### src/rtl/fifo_tx_serializer_pkg.sv
// Shared definitions for the FIFO-fed serial transmitter.
// Optional feature macro: FIFO_TX_SERIALIZER_PARITY_EN adds an even-parity bit.
package fifo_tx_serializer_pkg;

    // The serial line rests high between frames
    localparam logic TXD_IDLE = 1'b1;

    // Smallest bit period the baud counter is designed for
    localparam int DIVISOR_MIN = 2;

    // Frame sequencing states; PARITY only exists in the parity build
    typedef enum logic [2:0] {
        IDLE   = 3'd0,
        START  = 3'd1,
        DATA   = 3'd2,
`ifdef FIFO_TX_SERIALIZER_PARITY_EN
        PARITY = 3'd3,
`endif
        STOP   = 3'd4
    } tx_state_t;

endpackage

### src/rtl/fifo_tx_serializer_baud.sv
// Bit-period timer: counts 0..DIVISOR-1 while a frame runs and flags the
// last cycle of every bit period with a one-cycle bit_end pulse.
module fifo_tx_serializer_baud
    import fifo_tx_serializer_pkg::*;
#(
    parameter int DIVISOR = 16
) (
    input  logic clk,
    input  logic rstn,
    input  logic clr,
    input  logic restart,
    input  logic run,
    output logic bit_end
);

    localparam int DIV_EFF = (DIVISOR < DIVISOR_MIN) ? DIVISOR_MIN : DIVISOR;
    localparam int CNT_W   = $clog2(DIV_EFF);
    localparam logic [CNT_W-1:0] CNT_LAST = CNT_W'(DIV_EFF - 1);

    logic [CNT_W-1:0] cnt;

    // Free-running period counter, held at zero when idle and realigned on a new word
    always_ff @(posedge clk or negedge rstn) begin
        if (!rstn) begin
            cnt <= '0;
        end else if (clr || restart || !run) begin
            cnt <= '0;
        end else if (cnt == CNT_LAST) begin
            cnt <= '0;
        end else begin
            cnt <= cnt + 1'b1;
        end
    end

    assign bit_end = run && (cnt == CNT_LAST);

endmodule

### src/rtl/fifo_tx_serializer.sv
// Serializer that pulls words from a one-word upstream buffer and sends them
// as start / data (LSB first) / [parity] / stop frames on txd.
// Optional feature macro: FIFO_TX_SERIALIZER_PARITY_EN inserts an even-parity bit.
module fifo_tx_serializer
    import fifo_tx_serializer_pkg::*;
#(
    parameter int FBITS   = 8,
    parameter int DIVISOR = 16
) (
    input  logic             clk,
    input  logic             rstn,
    input  logic             clr,
    input  logic             src_valid,
    input  logic [FBITS-1:0] src_data,
    output logic             src_rd,
    output logic             txd,
    output logic             busy
);

    localparam int IDX_W = (FBITS > 1) ? $clog2(FBITS) : 1;
    localparam logic [IDX_W-1:0] IDX_LAST = IDX_W'(FBITS - 1);

    tx_state_t        state;
    tx_state_t        state_n;
    logic [FBITS-1:0] shreg;
    logic [FBITS-1:0] shreg_n;
    logic [IDX_W-1:0] idx;
    logic [IDX_W-1:0] idx_n;
    logic             accept;
    logic             bit_end;
    logic             run;
`ifdef FIFO_TX_SERIALIZER_PARITY_EN
    logic             par;
    logic             par_n;
`endif

    assign run = (state != IDLE);

    fifo_tx_serializer_baud #(
        .DIVISOR (DIVISOR)
    ) u_baud (
        .clk     (clk),
        .rstn    (rstn),
        .clr     (clr),
        .restart (accept),
        .run     (run),
        .bit_end (bit_end)
    );

    // State and datapath registers; reset aborts any frame in progress
    always_ff @(posedge clk or negedge rstn) begin
        if (!rstn) begin
            state <= IDLE;
            shreg <= '0;
            idx   <= '0;
`ifdef FIFO_TX_SERIALIZER_PARITY_EN
            par   <= 1'b0;
`endif
        end else begin
            state <= state_n;
            shreg <= shreg_n;
            idx   <= idx_n;
`ifdef FIFO_TX_SERIALIZER_PARITY_EN
            par   <= par_n;
`endif
        end
    end

    // Next-state sequencing, word capture and line level for the current state
    always_comb begin
        state_n = state;
        shreg_n = shreg;
        idx_n   = idx;
`ifdef FIFO_TX_SERIALIZER_PARITY_EN
        par_n   = par;
`endif
        accept  = 1'b0;
        txd     = TXD_IDLE;

        unique case (state)
            IDLE: begin
                txd = TXD_IDLE;
            end
            START: begin
                txd = 1'b0;
            end
            DATA: begin
                txd = shreg[0];
            end
`ifdef FIFO_TX_SERIALIZER_PARITY_EN
            PARITY: begin
                txd = par;
            end
`endif
            STOP: begin
                txd = 1'b1;
            end
            default: begin
                txd = TXD_IDLE;
            end
        endcase

        if (clr) begin
            state_n = IDLE;
            idx_n   = '0;
        end else begin
            unique case (state)
                IDLE: begin
                    if (src_valid) begin
                        accept = 1'b1;
                    end
                end
                START: begin
                    if (bit_end) begin
                        state_n = DATA;
                        idx_n   = '0;
                    end
                end
                DATA: begin
                    if (bit_end) begin
                        shreg_n = shreg >> 1;
                        if (idx == IDX_LAST) begin
                            idx_n = '0;
`ifdef FIFO_TX_SERIALIZER_PARITY_EN
                            state_n = PARITY;
`else
                            state_n = STOP;
`endif
                        end else begin
                            idx_n = idx + 1'b1;
                        end
                    end
                end
`ifdef FIFO_TX_SERIALIZER_PARITY_EN
                PARITY: begin
                    if (bit_end) begin
                        state_n = STOP;
                    end
                end
`endif
                STOP: begin
                    if (bit_end) begin
                        if (src_valid) begin
                            accept = 1'b1;
                        end else begin
                            state_n = IDLE;
                        end
                    end
                end
                default: begin
                    state_n = IDLE;
                end
            endcase

            if (accept) begin
                state_n = START;
                shreg_n = src_data;
                idx_n   = '0;
`ifdef FIFO_TX_SERIALIZER_PARITY_EN
                par_n   = ^src_data;
`endif
            end
        end
    end

    // The consume pulse is suppressed while reset is held so upstream never loses a word
    assign src_rd = accept & rstn;
    assign busy   = run;

endmodule

### config.mk
export PLATFORM = sky130hd
export DESIGN_NAME = fifo_tx_serializer
export DESIGN_NICKNAME = d
export VERILOG_FILES = /design/src/rtl/fifo_tx_serializer_pkg.sv /design/src/rtl/fifo_tx_serializer_baud.sv /design/src/rtl/fifo_tx_serializer.sv
export SDC_FILE = /design/constraint.sdc
export NUM_CORES = 1
export LEC_CHECK = 0
export ABC_AREA = 1
export CAP_MARGIN = 0
export CORE_UTILIZATION = 53
export DETAILED_ROUTE_END_ITERATION = 6
export HOLD_SLACK_MARGIN = 0.03
export PLACE_DENSITY_LB_ADDON = 0.2
export RECOVER_POWER = 50
export SYNTH_ARGS = -nofsm -noshare
export SYNTH_HDL_FRONTEND = slang
export SYNTH_SLANG_ARGS = --single-unit
### constraint.sdc
create_clock -name clk -period 1.7 [get_ports clk]
set_input_delay 0.34 -clock clk [delete_from_list [all_inputs] [get_ports clk]]
set_output_delay 0.34 -clock clk [all_outputs]
set_load 0.01 [all_outputs]
**Met1 routing**

Scale: 6 px per um.
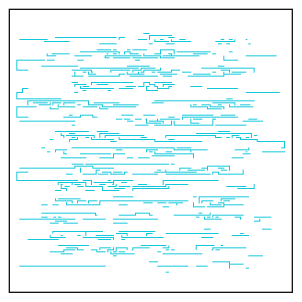
The wires run mostly horizontal. The layer carries 1060 um of wire. The layer holds 43% of the routed length. 174 nets have wire on it.

**Routing congestion**

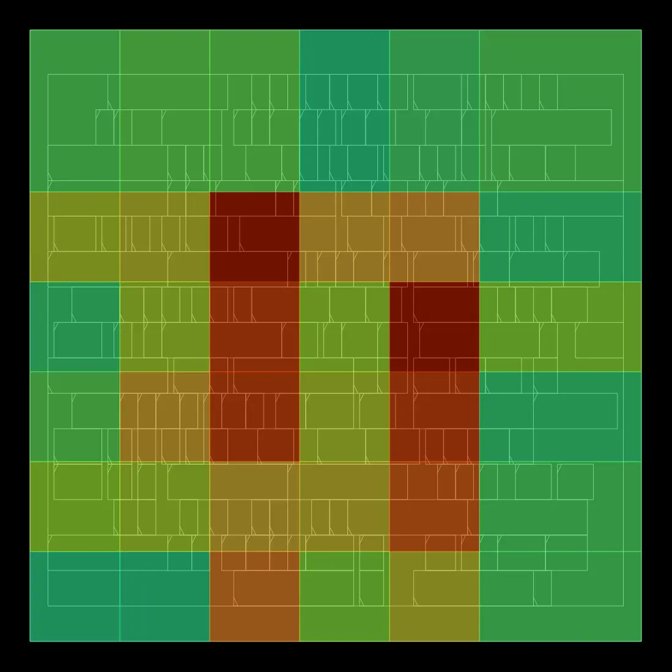
global route hottest layer: met2
met2 layer usage reported by global route: 46.7%

==> impl_summary.log <==
[flow] collecting metrics
[metrics] CP bufs+invs: 3
[metrics] count of pins over their slew limit: 0
[metrics] tool warnings: 27
[metrics] Worst Skew: between 2 and 2.5 ps
[metrics] Psw: roughly 0.8 mW
[metrics] cell type with the largest total area after synthesis: dfrtp_1
[metrics] logic gate share of total power: between 50% and 60%
[metrics] layout overhead on the synthesized area: 34.3%
[metrics] Top reg by flops: shreg
[metrics] Reg2Reg Depth: 10
[metrics] Post-CTS Hold Buffers: 0
[metrics] aggregate global routing overflow: 0
[metrics] # diodes: 0
[metrics] post-route non-filler standard cell count: roughly 200
[metrics] slew at the pin closest to its max-slew limit: just under 1000 ps
[metrics] crit path max fanout: 2
[metrics] flip-flops with a built-in enable: 0
[metrics] net count after synthesis: about 160
[metrics] Post-CTS Setup Repair Bufs: 1
[metrics] met3 Track Usage GR: approximately 3.8%
[metrics] clock root buffer: clkbuf_4
[metrics] standard-cell row count: 15
[metrics] Overall Global Routing Usage: around 25%
[metrics] routed length on met1: 1060 um
[metrics] average cell area after synthesis: 7.64 um2
[metrics] Setup-failing EPs final: 0
[metrics] combinational share of cell area: 39.3%
[metrics] top layer used by detailed routing: met4
[metrics] Final Worst Setup Slack: just over 60 ps
[metrics] Adders+Majority by Area: between 3 and 4%
[metrics] status: completed
**A small window of the routed layout**

Region (22, 22) to (47, 47) um. Cells in gray, sequential cells in the stronger gray; small squares are vias.
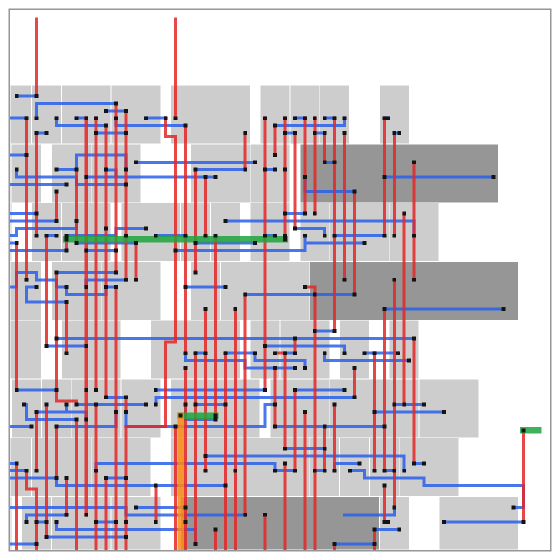
Key: red = M2; blue = M1; orange = M4; green = M3
56 logic cells have their middle in the window. Sequential cells in the window: 3. Most frequent: buf_4 (11), nand2_1 (8). Netlist names of flops here include state (2), u_baud.cnt (1).

No activity file was given, so power comes from the tool's default toggle rates.
